===== src/rtl/ifu_inst_queue_if.sv =====
// Handshake bundle between the fetch request stage, the instruction bus return
// path and decode, as seen by the instruction queue.
interface ifu_inst_queue_if;
  logic        addrValid_i;
  logic [31:0] addr_i;
  logic        addrReady_o;
  logic        dataOk_i;
  logic [31:0] instData_i;
  logic        jumpFlag_i;
  logic        decValid_o;
  logic [31:0] decInst_o;
  logic [31:0] decAddr_o;
  logic        decReady_i;

  modport slave (
    input  addrValid_i, addr_i, dataOk_i, instData_i, jumpFlag_i, decReady_i,
    output addrReady_o, decValid_o, decInst_o, decAddr_o
  );

  modport master (
    output addrValid_i, addr_i, dataOk_i, instData_i, jumpFlag_i, decReady_i,
    input  addrReady_o, decValid_o, decInst_o, decAddr_o
  );
endinterface


===== src/rtl/ifu_inst_queue.sv =====
// Fetch instruction queue: pairs issued addresses with in-order bus returns and
// feeds decode. Optional sticky protocol error output under IFU_IQ_ERR_CHECK_EN.
module ifu_inst_queue #(
  parameter int Depth    = 4,
  parameter int TagDepth = 4
) (
  input  logic              clk,
  input  logic              reset,
  ifu_inst_queue_if.slave   bus
`ifdef IFU_IQ_ERR_CHECK_EN
  ,
  output logic              err_o
`endif
);

  localparam int QAW = $clog2(Depth);
  localparam int TAW = $clog2(TagDepth);
  localparam int SW  = TAW + 2;

  logic [QAW:0] q_wr, q_rd, qCnt;
  logic [TAW:0] pend_wr, pend_rd, pendCnt, discardCnt;

  logic [31:0] q_addr_mem [Depth];
  logic [31:0] q_inst_mem [Depth];
  logic [31:0] pend_mem   [TagDepth];

  logic [SW-1:0] credit_sum;
  logic          addr_push;
  logic          ret_discard;
  logic          ret_take;
  logic          q_push;
  logic          q_pop;

  // Credits cover both outstanding requests and buffered words, so a
  // returned word always finds a queue slot.
  assign credit_sum       = SW'(pendCnt) + SW'(qCnt);
  assign bus.addrReady_o  = (credit_sum < SW'(Depth)) &&
                            (pendCnt < (TAW+1)'(TagDepth));

  assign addr_push   = bus.addrValid_i & bus.addrReady_o & ~bus.jumpFlag_i;
  assign ret_discard = bus.dataOk_i & (discardCnt != '0);
  assign ret_take    = bus.dataOk_i & (discardCnt == '0) & (pendCnt != '0);
  assign q_push      = ret_take & ~bus.jumpFlag_i;
  assign q_pop       = bus.decValid_o & bus.decReady_i & ~bus.jumpFlag_i;

  assign bus.decValid_o = (qCnt != '0);
  assign bus.decAddr_o  = bus.decValid_o ? q_addr_mem[q_rd[QAW-1:0]] : '0;
  assign bus.decInst_o  = bus.decValid_o ? q_inst_mem[q_rd[QAW-1:0]] : '0;

  always_ff @(posedge clk or posedge reset) begin
    if (reset) begin
      q_wr       <= '0;
      q_rd       <= '0;
      qCnt       <= '0;
      pend_wr    <= '0;
      pend_rd    <= '0;
      pendCnt    <= '0;
      discardCnt <= '0;
    end else if (bus.jumpFlag_i) begin
      // Every request still on the bus becomes a word to throw away; a return
      // arriving this cycle has already been charged against the old state.
      q_wr       <= '0;
      q_rd       <= '0;
      qCnt       <= '0;
      pend_wr    <= '0;
      pend_rd    <= '0;
      pendCnt    <= '0;
      discardCnt <= discardCnt + pendCnt - (TAW+1)'(ret_take)
                    - (TAW+1)'(ret_discard);
    end else begin
      pend_wr    <= pend_wr + (TAW+1)'(addr_push);
      pend_rd    <= pend_rd + (TAW+1)'(ret_take);
      pendCnt    <= pendCnt + (TAW+1)'(addr_push) - (TAW+1)'(ret_take);
      q_wr       <= q_wr + (QAW+1)'(q_push);
      q_rd       <= q_rd + (QAW+1)'(q_pop);
      qCnt       <= qCnt + (QAW+1)'(q_push) - (QAW+1)'(q_pop);
      discardCnt <= discardCnt - (TAW+1)'(ret_discard);
    end
  end

  // Storage carries no reset; validity is tracked by the counts above.
  always_ff @(posedge clk) begin
    if (addr_push) begin
      pend_mem[pend_wr[TAW-1:0]] <= bus.addr_i;
    end
    if (q_push) begin
      q_addr_mem[q_wr[QAW-1:0]] <= pend_mem[pend_rd[TAW-1:0]];
      q_inst_mem[q_wr[QAW-1:0]] <= bus.instData_i;
    end
  end

`ifdef IFU_IQ_ERR_CHECK_EN
  logic ret_spur;
  assign ret_spur = bus.dataOk_i & (discardCnt == '0) & (pendCnt == '0);

  always_ff @(posedge clk or posedge reset) begin
    if (reset) begin
      err_o <= 1'b0;
    end else if (ret_spur | (bus.addrValid_i & ~bus.addrReady_o)) begin
      err_o <= 1'b1;
    end
  end
`endif

endmodule

===== src/flat_wrapper.sv =====
// flat-port wrapper written by rule: the top's interface ports become plain ports
module ifu_inst_queue_flat 
#(
  parameter int Depth    = 4,
  parameter int TagDepth = 4
)
  (clk, reset, bus_addrValid_i, bus_addr_i, bus_dataOk_i, bus_instData_i, bus_jumpFlag_i, bus_decReady_i, bus_addrReady_o, bus_decValid_o, bus_decInst_o, bus_decAddr_o);
  ifu_inst_queue_if bus_i ();
  input  logic clk;
  input  logic reset;
  input wire logic [$bits(bus_i.addrValid_i)-1:0] bus_addrValid_i;
  input wire logic [$bits(bus_i.addr_i)-1:0] bus_addr_i;
  input wire logic [$bits(bus_i.dataOk_i)-1:0] bus_dataOk_i;
  input wire logic [$bits(bus_i.instData_i)-1:0] bus_instData_i;
  input wire logic [$bits(bus_i.jumpFlag_i)-1:0] bus_jumpFlag_i;
  input wire logic [$bits(bus_i.decReady_i)-1:0] bus_decReady_i;
  output wire logic [$bits(bus_i.addrReady_o)-1:0] bus_addrReady_o;
  output wire logic [$bits(bus_i.decValid_o)-1:0] bus_decValid_o;
  output wire logic [$bits(bus_i.decInst_o)-1:0] bus_decInst_o;
  output wire logic [$bits(bus_i.decAddr_o)-1:0] bus_decAddr_o;
  assign bus_i.addrValid_i = bus_addrValid_i;
  assign bus_i.addr_i = bus_addr_i;
  assign bus_i.dataOk_i = bus_dataOk_i;
  assign bus_i.instData_i = bus_instData_i;
  assign bus_i.jumpFlag_i = bus_jumpFlag_i;
  assign bus_i.decReady_i = bus_decReady_i;
  assign bus_addrReady_o = bus_i.addrReady_o;
  assign bus_decValid_o = bus_i.decValid_o;
  assign bus_decInst_o = bus_i.decInst_o;
  assign bus_decAddr_o = bus_i.decAddr_o;
  ifu_inst_queue #(.Depth(Depth), .TagDepth(TagDepth)) u_core (.clk(clk), .reset(reset), .bus(bus_i));
endmodule

===== config.mk =====
export PLATFORM = sky130hd
export DESIGN_NAME = ifu_inst_queue_flat
export DESIGN_NICKNAME = d
export VERILOG_FILES = /design/src/rtl/ifu_inst_queue_if.sv /design/src/rtl/ifu_inst_queue.sv /design/src/flat_wrapper.sv
export SDC_FILE = /design/constraint.sdc
export NUM_CORES = 1
export LEC_CHECK = 0
export CORE_MARGIN = 5
export CORE_UTILIZATION = 49
export DETAILED_ROUTE_END_ITERATION = 10
export DONT_BUFFER_PORTS = 1
export GPL_TIMING_DRIVEN = 0
export PLACE_DENSITY = 0.61
export SLEW_MARGIN = 20
export SYNTH_ARGS = -nofsm -noshare
export SYNTH_HDL_FRONTEND = slang
export SYNTH_SLANG_ARGS = --single-unit

===== constraint.sdc =====
create_clock -name clk -period 16.6 [get_ports clk]
set_input_delay 1.66 -clock clk [delete_from_list [all_inputs] [get_ports clk]]
set_output_delay 1.66 -clock clk [all_outputs]
set_load 0.005 [all_outputs]

**Run 1: clock routing**

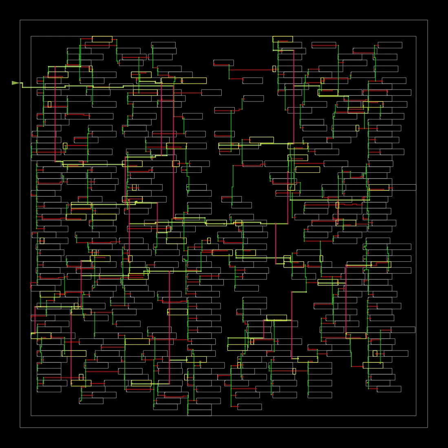
power drawn by the clock network: 0.918 mW
total number of sequential cells: 401
Clock Skews: 0.0235 ns
total clock buffers created by CTS: 41

**Run 1: the metal 4 layer**

Supply wires on this layer in grey.
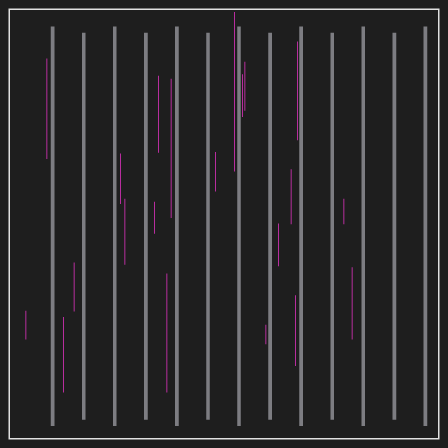
wire length on this layer	611 um
nets with wire on the layer	10
longest straight run	69.4 um
Routed WL: 28.2 mm
Via Count: 6,633

**Run 1: the metal 1 layer**

Supply wires on this layer in grey.
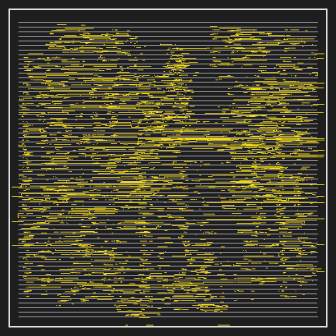
longest straight run	69.9 um
nets with wire on the layer	836
met1 GRT Util: 18.7%

==> flow_summary.html, run 1 <==
<h2>Implementation results</h2>
<table>
<tr><th>Metric</th><th>Value</th></tr>
<tr><th colspan="2">Run status</th></tr>
<tr><td>Status</td><td>completed</td></tr>
<tr><th colspan="2">Timing</th></tr>
<tr><td>Total of endpoints with negative setup slack in the final report</td><td>0</td></tr>
<tr><td>Highest clock rate</td><td>233 MHz</td></tr>
<tr><td>RSZ-0062 raised after global routing</td><td>false</td></tr>
<tr><td>Hold Fails Final Rpt</td><td>0</td></tr>
<tr><th colspan="2">Power</th></tr>
<tr><td>Cell area power density</td><td>139 mW/mm^2</td></tr>
<tr><td>Total leakage power</td><td>5.85 nW</td></tr>
<tr><th colspan="2">Setup path</th></tr>
<tr><td>Cell Chain, Critical Path</td><td>clkbuf_1, clkbuf_1, mux4_2, and2_1</td></tr>
<tr><td>Most prevalent standard cell on the critical path</td><td>sky130_fd_sc_hd__clkbuf_1</td></tr>
<tr><td>Gate family responsible for the most delay along the worst path</td><td>buffers and inverters</td></tr>
<tr><td>Maximum fanout count along the critical path</td><td>10</td></tr>
<tr><td>Beginning of the worst register-to-register path</td><td>u_core.discardCnt[0]</td></tr>
<tr><td>Worst setup path category</td><td>flip-flop to output port</td></tr>
<tr><td>Req. time, crit path</td><td>14.94 ns</td></tr>
<tr><td>CP Data Arrival Time</td><td>2.63 ns</td></tr>
<tr><td>Slowest CP cell</td><td>sky130_fd_sc_hd__clkbuf_1</td></tr>
<tr><th colspan="2">Routing</th></tr>
<tr><td>Drc violations</td><td>0</td></tr>
<tr><td>Violation count after the first detailed-route iteration</td><td>363</td></tr>
<tr><td>Vias per inst</td><td>5.50</td></tr>
<tr><td>TritonRoute pass-1 iters</td><td>4</td></tr>
<tr><td>Wirelength per Cell</td><td>23.4 um</td></tr>
<tr><th colspan="2">Synth</th></tr>
<tr><td>Register share after synthesis</td><td>77.9%</td></tr>
<tr><td>Post-synth top cells</td><td>sky130_fd_sc_hd__edfxtp_1, sky130_fd_sc_hd__mux4_2, sky130_fd_sc_hd__and2_1</td></tr>
<tr><td>Cell type with the largest total area after synthesis</td><td>sky130_fd_sc_hd__edfxtp_1</td></tr>
<tr><td>Tally of yosys warning messages</td><td>0</td></tr>
<tr><td>Post-synthesis instance area</td><td>~0.015 mm^2</td></tr>
<tr><td>Number of nets at floorplan</td><td>767</td></tr>
<tr><td>Distinct cell type count after synthesis</td><td>28</td></tr>
<tr><td>Register bit total from synthesis</td><td>401</td></tr>
<tr><td>Most instantiated library cell after synthesis</td><td>sky130_fd_sc_hd__edfxtp_1</td></tr>
<tr><td>Main combinational cell family by area after synthesis</td><td>multiplexers</td></tr>
<tr><th colspan="2">Floorplanning</th></tr>
<tr><td>Die span in y</td><td>187 um</td></tr>
<tr><td>Number of ports placed on the die boundary</td><td>136</td></tr>
<tr><td>Number of placement rows</td><td>around 64</td></tr>
<tr><th colspan="2">Clocking</th></tr>
<tr><td>Hold buffer count at cts</td><td>0</td></tr>
<tr><td>Buffers inserted by post-CTS timing repair</td><td>0</td></tr>
<tr><td>Clock tree buffer depth</td><td>3</td></tr>
<tr><td>Clock root buffer master</td><td>sky130_fd_sc_hd__clkbuf_16</td></tr>
<tr><th colspan="2">Flow run</th></tr>
<tr><td>Number of warnings in the stage logs</td><td>26</td></tr>
<tr><th colspan="2">Layout</th></tr>
<tr><td>Layout Nets</td><td>867</td></tr>
<tr><td>Post-layout utilization of the core</td><td>57.5%</td></tr>
<tr><td>Share of layout cells above drive strength 1</td><td>approximately 29%</td></tr>
<tr><td>Final instance count without filler cells</td><td>1,206</td></tr>
<tr><th colspan="2">Placed design</th></tr>
<tr><td>Worst slack at placement</td><td>12.04 ns</td></tr>
</table>
## run 1: cells by family (layout without fill, tap and decap cells)
kind of cell    Yosys count  count (layout)
compound gates            1               1
xor+xnor                 10              10
fa+ha+maj                19              19
buf+inv                  51             181
flops                   401             401
mux                      99              99
other cells               0               2
simple gates             97              97
## run 1: final timing paths
| kind | endpoint | slack, ns |
|---|---|---|
| max | bus_decAddr_o[0] | 12.31 |
| min | u_core.discardCnt[2] | 0.49 |
| max reg2reg | u_core.discardCnt[2] | 12.96 |
| min reg2reg | u_core.discardCnt[2] | 0.49 |
| max in group asynchronous | u_core.discardCnt[2] | 15.04 |
| min in group asynchronous | u_core.pendCnt[0] | 1.12 |
## run 1: power by group
group | internal [mW] | switching (mW)
sequential | 1.17 | 0.0182
clock | 0.561 | 0.358
combinational | 0.151 | 0.197
total | 1.88 | 0.573
## run 1: state kept, by name (all words and copies together) (netlist names)
signal             count
u_core.pend_mem      128
u_core.pendCnt         3
u_core.q_wr            2
u_core.q_addr_mem    128
u_core.discardCnt      3
u_core.pend_rd         2
u_core.qCnt            3
u_core.q_inst_mem    128
u_core.pend_wr         2
u_core.q_rd            2
## run 1: per-layer routing
layer | wire, um | global-route usage, %
met4 | 610 | 4.32
met1 | 10500 | 18.7
met2 | 14900 | 28.8
met3 | 2200 | 5.95
met5 | 0 | 0
## run 1: layout by cell type (no fill, tap or decap), types with 2 or more instances in the layout
master and n:
sky130_fd_sc_hd__edfxtp_1 384, sky130_fd_sc_hd__mux4_2 96, sky130_fd_sc_hd__and2_1 64, sky130_fd_sc_hd__buf_2 41, sky130_fd_sc_hd__clkbuf_16 41, sky130_fd_sc_hd__clkbuf_1 21, sky130_fd_sc_hd__inv_1 20, sky130_fd_sc_hd__dfrtp_1 17
sky130_fd_sc_hd__ha_1 14, sky130_fd_sc_hd__buf_4 14, sky130_fd_sc_hd__buf_6 11, sky130_fd_sc_hd__nor2_1 10, sky130_fd_sc_hd__clkinv_2 9, sky130_fd_sc_hd__clkinv_1 9, sky130_fd_sc_hd__xnor2_1 7, sky130_fd_sc_hd__bufinv_16 7
sky130_fd_sc_hd__nor2b_1 6, sky130_fd_sc_hd__fa_1 5, sky130_fd_sc_hd__buf_1 3, sky130_fd_sc_hd__mux2i_1 3, sky130_fd_sc_hd__diode_2 2, sky130_fd_sc_hd__nand2_1 2, sky130_fd_sc_hd__nor3_2 2, sky130_fd_sc_hd__nor3b_4 2
sky130_fd_sc_hd__nor4b_2 2, sky130_fd_sc_hd__xor2_1 2, sky130_fd_sc_hd__inv_6 2
## run 1: worst register-to-register path, delay by kind of cell (launching register included)
kind	cells	cell delay, ns
flops	1	0.41
mux	1	0.20
fa+ha+maj	4	1.66
buf+inv	2	0.11
xor+xnor	2	0.59
simple gates	1	0.29
compound gates	1	0.31
## run 1: final cells by class
type	instances	area [um^2]	area share, %
repair buffers	57	412	2.33
multi-input cells	226	3240	18.3
clock inverters	29	323	1.83
well taps	396	495	2.80
diodes	2	5.00	0.0283
inverters	20	75.1	0.425
plain buffers	31	129	0.729
flip-flops and latches	401	12000	67.6
clock buffers	44	1040	5.87
==> run 1 -> run 2 <==
clock period = 4.43 ns   (was 16.6 ns; I/O delays follow)
**Run 2: clock routing**

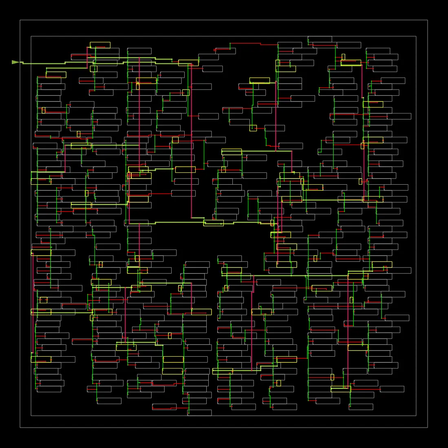
Clock Skews: 0.0169 ns
layout clock buffer count: 53

**Run 2: the metal 1 layer**

Supply wires on this layer in grey.
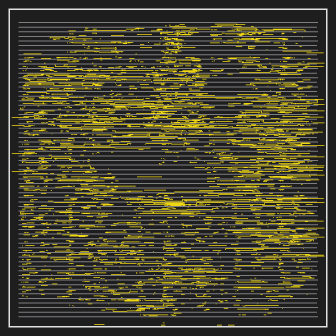
share of all routed wire	38%
longest straight run	54.3 um
Routed WL: 28.1 mm
Via Count: 6,760

==> flow_summary.html, run 2 <==
<h2>Implementation results</h2>
<table>
<tr><th>Metric</th><th>Value</th></tr>
<tr><th colspan="2">Setup path</th></tr>
<tr><td>R2R Setup Slk</td><td>0.66 ns (-12.30 ns)</td></tr>
<tr><td>Cell Chain, Critical Path</td><td>nor3_1, o311ai_4, fa_1, inv_1, fa_1, inv_1, ha_1, fa_1, xor3_4, mux2i_1, xnor2_1</td></tr>
<tr><td>Slowest CP cell</td><td>sky130_fd_sc_hd__fa_1</td></tr>
<tr><td>Req. time, crit path</td><td>4.87 ns (-10.07 ns)</td></tr>
<tr><td>Maximum fanout count along the critical path</td><td>7 (-3)</td></tr>
<tr><td>CP Data Arrival Time</td><td>4.22 ns (+1.59 ns)</td></tr>
<tr><td>FF-to-FF End</td><td>u_core.discardCnt[2]</td></tr>
<tr><td>Beginning of the worst register-to-register path</td><td>u_core.discardCnt[1]</td></tr>
<tr><td>Worst setup path category</td><td>flip-flop to flip-flop</td></tr>
<tr><td>Most prevalent standard cell on the critical path</td><td>sky130_fd_sc_hd__fa_1</td></tr>
<tr><th colspan="2">Routing</th></tr>
<tr><td>Drc violations</td><td>0 (unchanged)</td></tr>
<tr><td>Wirelength per Cell</td><td>22.6 um (-3.6%)</td></tr>
<tr><td>Vias per inst</td><td>5.42 (-1.5%)</td></tr>
<tr><td>TritonRoute pass-1 iters</td><td>6 (+2)</td></tr>
<tr><th colspan="2">Clocking</th></tr>
<tr><td>Clock root buffer master</td><td>sky130_fd_sc_hd__clkbuf_16</td></tr>
<tr><td>Buffers inserted by post-CTS timing repair</td><td>0 (unchanged)</td></tr>
<tr><td>Total clock buffers created by CTS</td><td>42 (+2.4%)</td></tr>
<tr><th colspan="2">Synth</th></tr>
<tr><td>Distinct cell type count after synthesis</td><td>28 (unchanged)</td></tr>
<tr><td>Most instantiated library cell after synthesis</td><td>sky130_fd_sc_hd__edfxtp_1</td></tr>
<tr><td>Register bit total from synthesis</td><td>401 (unchanged)</td></tr>
<tr><td>Register share after synthesis</td><td>77.9% (unchanged)</td></tr>
<tr><td>Number of nets at floorplan</td><td>767 (unchanged)</td></tr>
<tr><td>Cell type with the largest total area after synthesis</td><td>sky130_fd_sc_hd__edfxtp_1</td></tr>
<tr><td>Post-synth top cells</td><td>sky130_fd_sc_hd__edfxtp_1, sky130_fd_sc_hd__mux4_2, sky130_fd_sc_hd__and2_1</td></tr>
<tr><td>Post-synthesis instance area</td><td>0.0153 mm^2 (unchanged)</td></tr>
<tr><td>Tally of yosys warning messages</td><td>0 (unchanged)</td></tr>
<tr><th colspan="2">Power</th></tr>
<tr><td>Maximum vdd drop</td><td>around 0.37 mV</td></tr>
<tr><td>PnR Total Power</td><td>about 9 mW</td></tr>
<tr><td>Cell area power density</td><td>494 mW/mm^2 (+260%)</td></tr>
<tr><td>Total leakage power</td><td>5.96 nW (+1.9%)</td></tr>
<tr><th colspan="2">Flow run</th></tr>
<tr><td>Number of warnings in the stage logs</td><td>27 (+3.8%)</td></tr>
<tr><th colspan="2">Layout</th></tr>
<tr><td>Fill cell instance count of the final layout</td><td>around 2,200</td></tr>
<tr><td>Share of layout cells above drive strength 1</td><td>24.6% (-4.6 points)</td></tr>
<tr><td>Dominant logic cell types in the final layout</td><td>sky130_fd_sc_hd__edfxtp_1, sky130_fd_sc_hd__mux4_2, sky130_fd_sc_hd__and2_1, sky130_fd_sc_hd__dlygate4sd3_1, sky130_fd_sc_hd__clkbuf_16</td></tr>
<tr><td>Final instance count without filler cells</td><td>1,248 (+3.5%)</td></tr>
<tr><td>Leading cell type in the layout, fill and taps excluded</td><td>sky130_fd_sc_hd__edfxtp_1</td></tr>
<tr><td>Layout Nets</td><td>909 (+4.8%)</td></tr>
<tr><th colspan="2">Min path</th></tr>
<tr><td>Destination of the worst hold path</td><td>u_core.pend_mem[2][1]</td></tr>
<tr><td>Cell depth of the worst min-delay path</td><td>0</td></tr>
<tr><th colspan="2">Timing</th></tr>
<tr><td>RSZ-0062 raised after global routing</td><td>false</td></tr>
<tr><td>Total of endpoints with negative setup slack in the final report</td><td>0 (unchanged)</td></tr>
<tr><td>Highest clock rate</td><td>between 200 and 300 MHz</td></tr>
<tr><td>Max-Slew Margin vs Limit</td><td>roughly 50%</td></tr>
<tr><td>Hold Fails Final Rpt</td><td>0 (unchanged)</td></tr>
<tr><th colspan="2">Floorplanning</th></tr>
<tr><td>Number of placement rows</td><td>64 (unchanged)</td></tr>
<tr><td>Starting utilization of the core area</td><td>49.9%</td></tr>
<tr><td>Number of ports placed on the die boundary</td><td>136 (unchanged)</td></tr>
<tr><th colspan="2">Global routing</th></tr>
<tr><td>Antenna violations before repair</td><td>4</td></tr>
<tr><th colspan="2">Placed design</th></tr>
<tr><td>Final weighted congestion in routability-driven placement</td><td>approximately 0.72</td></tr>
<tr><th colspan="2">Run status</th></tr>
<tr><td>Status</td><td>completed</td></tr>
</table>
**Run 2: the metal 4 layer**

Supply wires on this layer in grey.
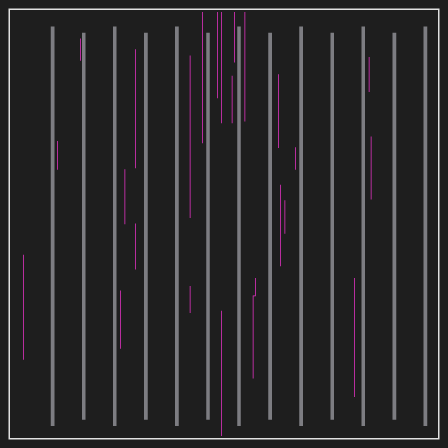
wire length on this layer	786 um
longest straight run	70.7 um
nets with wire on the layer	13
share of all routed wire	2.8%
main direction	vertical

-- run 2: layout make-up --
cell class | instances | area (um^2) | share of cell area, %
plain buffers | 31 | 129 | 0.707
well taps | 396 | 495 | 2.72
multi-input cells | 226 | 3280 | 18.0
diodes | 4 | 10.0 | 0.0549
clock inverters | 19 | 101 | 0.556
repair buffers | 98 | 1030 | 5.65
flip-flops and latches | 401 | 12000 | 65.6
clock buffers | 53 | 1160 | 6.34
inverters | 20 | 75.1 | 0.412
-- run 2: layer usage --
metal	track usage, %	vias up	routed length (um)
met2	29.5	170	15000
met5	0	-	0
met3	4.50	56	1660
li1	-	3044	-
met4	5.35	0	786
met1	19.2	3490	10700
-- run 2: cells by family (layout without fill, tap and decap cells) --
group | Yosys count | in the layout | synth area share (%)
other cells | 0 | 4 | 0
mux | 99 | 99 | 14.3
compound gates | 1 | 1 | 0.0571
fa+ha+maj | 19 | 19 | 1.79
xor+xnor | 10 | 10 | 0.693
simple gates | 97 | 97 | 3.93
buf+inv | 51 | 221 | 1.33
flops | 401 | 401 | 77.9
-- run 2: repair_timing --
item                      4_1_cts  5_1_grt
hold endpoints to repair      247        3
hold buffers                   60        2
gates resized                   0        0
-- run 2: where the power goes --
| group | switching, mW | internal, mW |
|---|---|---|
| Combinational | 0.790 | 0.609 |
| Sequential | 0.0696 | 4.40 |
| Clock | 1.30 | 1.84 |
-- run 2: metrics by stage --
step / util (%) / hold slack [ns] / setup WS (ns) / TNS (ns)
6_report: 59.3 / 0.0256 / 0.655 / 0
2_1_floorplan: - / 0.369 / -0.617 / -114.53
3_3_place_gp: 51.6 / 0.451 / -3.69 / -887.65
5_1_grt: 59.3 / 0.000542 / 0.477 / 0
4_1_cts: 59.2 / 0.0000288 / 0.562 / 0
3_5_place_dp: 53.1 / 0.475 / 0.576 / 0
-- run 2: worst reg2reg max path, cell delays in order (launching register included) --
cell and delay [ns]:
sky130_fd_sc_hd__dfrtp_1 0.41, sky130_fd_sc_hd__nor3_1 0.40, sky130_fd_sc_hd__o311ai_4 0.32, sky130_fd_sc_hd__fa_1 0.59, sky130_fd_sc_hd__inv_1 0.05, sky130_fd_sc_hd__fa_1 0.48
sky130_fd_sc_hd__inv_1 0.04, sky130_fd_sc_hd__ha_1 0.19, sky130_fd_sc_hd__fa_1 0.40, sky130_fd_sc_hd__xor3_4 0.46, sky130_fd_sc_hd__mux2i_1 0.22, sky130_fd_sc_hd__xnor2_1 0.15
-- run 2: worst max-delay path by stage --
| stage | depth (start not counted) | slack (ns) | to | startpoint |
|---|---|---|---|---|
| 6_report | 11 | 0.66 | u_core.discardCnt[2] | u_core.discardCnt[1] |
| 5_1_grt | 11 | 0.48 | u_core.discardCnt[2] | u_core.discardCnt[0] |
| 4_1_cts | 10 | 0.56 | u_core.discardCnt[2] | u_core.pendCnt[1] |
| 3_5_place_dp | 10 | 0.58 | u_core.discardCnt[2] | u_core.pendCnt[1] |
| 3_3_place_gp | 3 | -3.69 | u_core.q_addr_mem[0][15] | u_core.discardCnt[0] |
| 2_1_floorplan | 3 | -0.62 | u_core.q_addr_mem[1][0] | u_core.discardCnt[0] |
==> run 2 -> run 3 <==
SETUP_SLACK_MARGIN = 0.02   (was default)
**Run 3: the metal 1 layer**

Supply wires on this layer in grey.
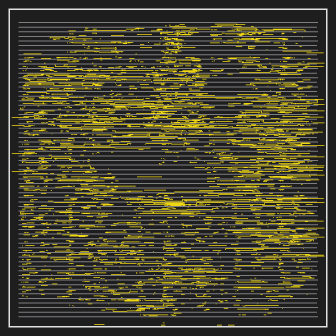
met1 GRT Util: 19.2%

**Run 3: the metal 4 layer**

Supply wires on this layer in grey.
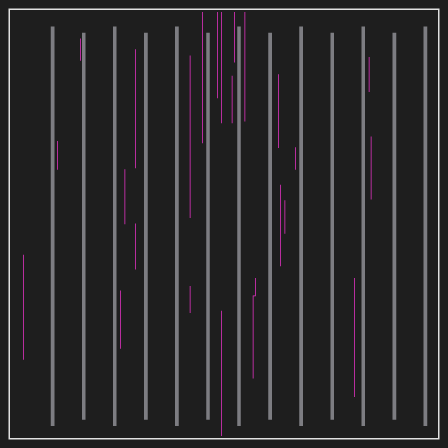

==> flow_summary.html, run 3 <==
<h2>Implementation results</h2>
<table>
<tr><th>Metric</th><th>Value</th></tr>
<tr><th colspan="2">Synth</th></tr>
<tr><td>Cell type with the largest total area after synthesis</td><td>sky130_fd_sc_hd__edfxtp_1</td></tr>
<tr><td>Post-synth top cells</td><td>sky130_fd_sc_hd__edfxtp_1, sky130_fd_sc_hd__mux4_2, sky130_fd_sc_hd__and2_1</td></tr>
<tr><td>Share of cell area taken by muxes after synthesis</td><td>14.3% (unchanged)</td></tr>
<tr><td>Yosys aoi share</td><td>0.0571% (unchanged)</td></tr>
<tr><td>Post-synthesis instance area</td><td>0.0153 mm^2 (unchanged)</td></tr>
<tr><td>Distinct cell type count after synthesis</td><td>28 (unchanged)</td></tr>
<tr><td>Register share after synthesis</td><td>77.9% (unchanged)</td></tr>
<tr><td>Main combinational cell family by area after synthesis</td><td>multiplexers</td></tr>
<tr><td>Yosys simple share</td><td>3.93% (unchanged)</td></tr>
<tr><th colspan="2">Routing</th></tr>
<tr><td>Drc violations</td><td>0 (unchanged)</td></tr>
<tr><td>Via Count</td><td>6,760 (unchanged)</td></tr>
<tr><td>TritonRoute pass-1 iters</td><td>6 (unchanged)</td></tr>
<tr><th colspan="2">Run status</th></tr>
<tr><td>Status</td><td>completed</td></tr>
<tr><th colspan="2">Floorplanning</th></tr>
<tr><td>Number of placement rows</td><td>64 (unchanged)</td></tr>
<tr><td>Starting utilization of the core area</td><td>49.9% (unchanged)</td></tr>
<tr><th colspan="2">Flow run</th></tr>
<tr><td>Number of warnings in the stage logs</td><td>27 (unchanged)</td></tr>
<tr><th colspan="2">Clocking</th></tr>
<tr><td>Buffers inserted by post-CTS timing repair</td><td>0 (unchanged)</td></tr>
<tr><td>Clock root buffer master</td><td>sky130_fd_sc_hd__clkbuf_16</td></tr>
<tr><td>Total clock buffers created by CTS</td><td>42 (unchanged)</td></tr>
<tr><th colspan="2">Timing</th></tr>
<tr><td>Clock Skews</td><td>0.0169 ns (unchanged)</td></tr>
<tr><td>Worst path setup slack after routing</td><td>0.655 ns (unchanged)</td></tr>
<tr><th colspan="2">Placed design</th></tr>
<tr><td>Final weighted congestion in routability-driven placement</td><td>0.725 (unchanged)</td></tr>
<tr><td>Worst slack at placement</td><td>0.576 ns (unchanged)</td></tr>
<tr><th colspan="2">Global routing</th></tr>
<tr><td>Global routing's busiest layer</td><td>met2</td></tr>
<tr><td>Met2 track demand over resource</td><td>29.5% (unchanged)</td></tr>
<tr><th colspan="2">Power</th></tr>
<tr><td>Total leakage power</td><td>5.96 nW (unchanged)</td></tr>
<tr><th colspan="2">Setup path</th></tr>
<tr><td>R2R Setup Slk</td><td>0.66 ns (about the same)</td></tr>
<tr><td>CP Data Arrival Time</td><td>4.22 ns (about the same)</td></tr>
<tr><td>Req. time, crit path</td><td>4.87 ns (about the same)</td></tr>
<tr><td>Cell Chain, Critical Path</td><td>nor3_1, o311ai_4, fa_1, inv_1, fa_1, inv_1, ha_1, fa_1, xor3_4, mux2i_1, xnor2_1</td></tr>
<tr><th colspan="2">Layout</th></tr>
<tr><td>Final instance count without filler cells</td><td>1,248 (unchanged)</td></tr>
</table>
**Run 3: routed metal, one colour a layer**

Two of the layers only.
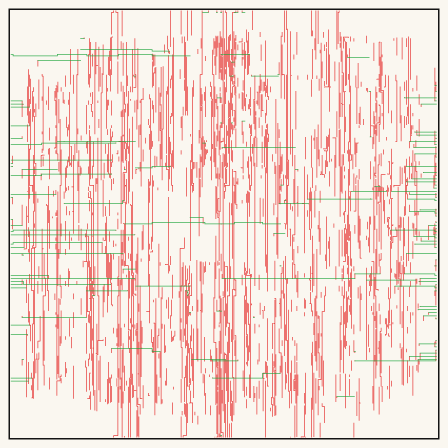
colour	layer	wire length
red	metal 2	15,000 um
green	metal 3	1,660 um
global routing usage summed across all routing layers: 16.4%
Wirelength per Cell: 22.6 um

## run 3: report_power, final
group	switching, mW	internal, mW
Combinational	0.790	0.609
Clock	1.30	1.84
Sequential	0.0696	4.40
Total	2.16	6.85
## run 3: metal layers
layer,wire [um],share of wire [%]
met1,10700,38
met5,0,0
met4,786,2.8
met2,15000,53
met3,1660,5.9
## run 3: worst paths after layout
path,from,end,cells past startpoint
worst max-delay path,u_core.discardCnt[1],u_core.discardCnt[2],11
worst min-delay path,bus_addr_i[1],u_core.pend_mem[2][1],0
worst max register to register,u_core.discardCnt[1],u_core.discardCnt[2],11
worst min register to register,u_core.discardCnt[2],u_core.discardCnt[2],1
max in group asynchronous,reset,u_core.q_wr[0],2
min in group asynchronous,reset,u_core.q_rd[1],2
## run 3: layout make-up
class	count	area, um^2
well taps	396	495
repair buffers	98	1030
flip-flops and latches	401	12000
multi-input cells	226	3280
clock buffers	53	1160
fillers	2162	12500
diodes	4	10.0
inverters	20	75.1
plain buffers	31	129
clock inverters	19	101
## run 3: per-stage QoR
step           setup TNS [ns]  total power [mW]  instance area (um^2)
6_report                    0              9.01                 18200
5_1_grt                     0              9.45                 18200
4_1_cts                     0              9.14                 18200
3_5_place_dp                0              5.92                 16300
3_3_place_gp          -887.65              5.81                 15900
2_1_floorplan         -114.53              5.47                 15400
## run 3: kinds of logic after synthesis
group           count (synthesis)
mux                            99
buf+inv                        51
xor+xnor                       10
flops                         401
simple gates                   97
compound gates                  1
fa+ha+maj                      19
## run 3: repair_timing
item / 4_1_cts / 5_1_grt
hold buffers: 60 / 2
resized: 0 / 0
endpoints found under the hold margin: 247 / 3

==> screenshots <==
Zoomed window.
Bar = 10 um. Region (78, 78) to (108, 108) um. Cells in grey, sequential cells in the stronger grey; small squares are vias.
picture 1
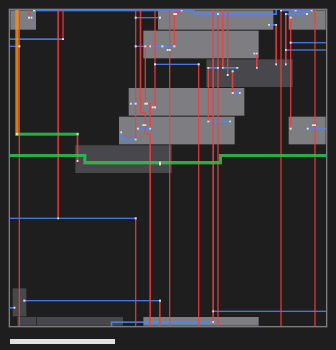
picture 2
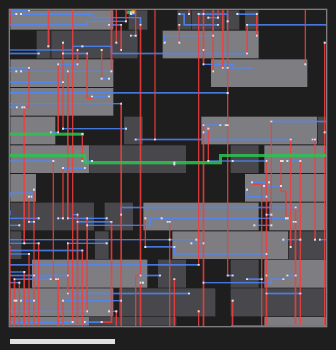
picture 2: run 1
picture 1: run 2

Key to picture 2:
colour	layer
blue	metal 1
orange	metal 4
green	metal 3
red	metal 2
cells with their middle in the window	31
most frequent	edfxtp_1 (12), clkbuf_1 (4)
netlist names of flops here include	u_core.q_addr_mem (9), u_core.pend_mem (3), u_core.q_rd (2)
sequential cells in the window	14

Power figures rest on the tool's default switching activity, not on a simulated workload.
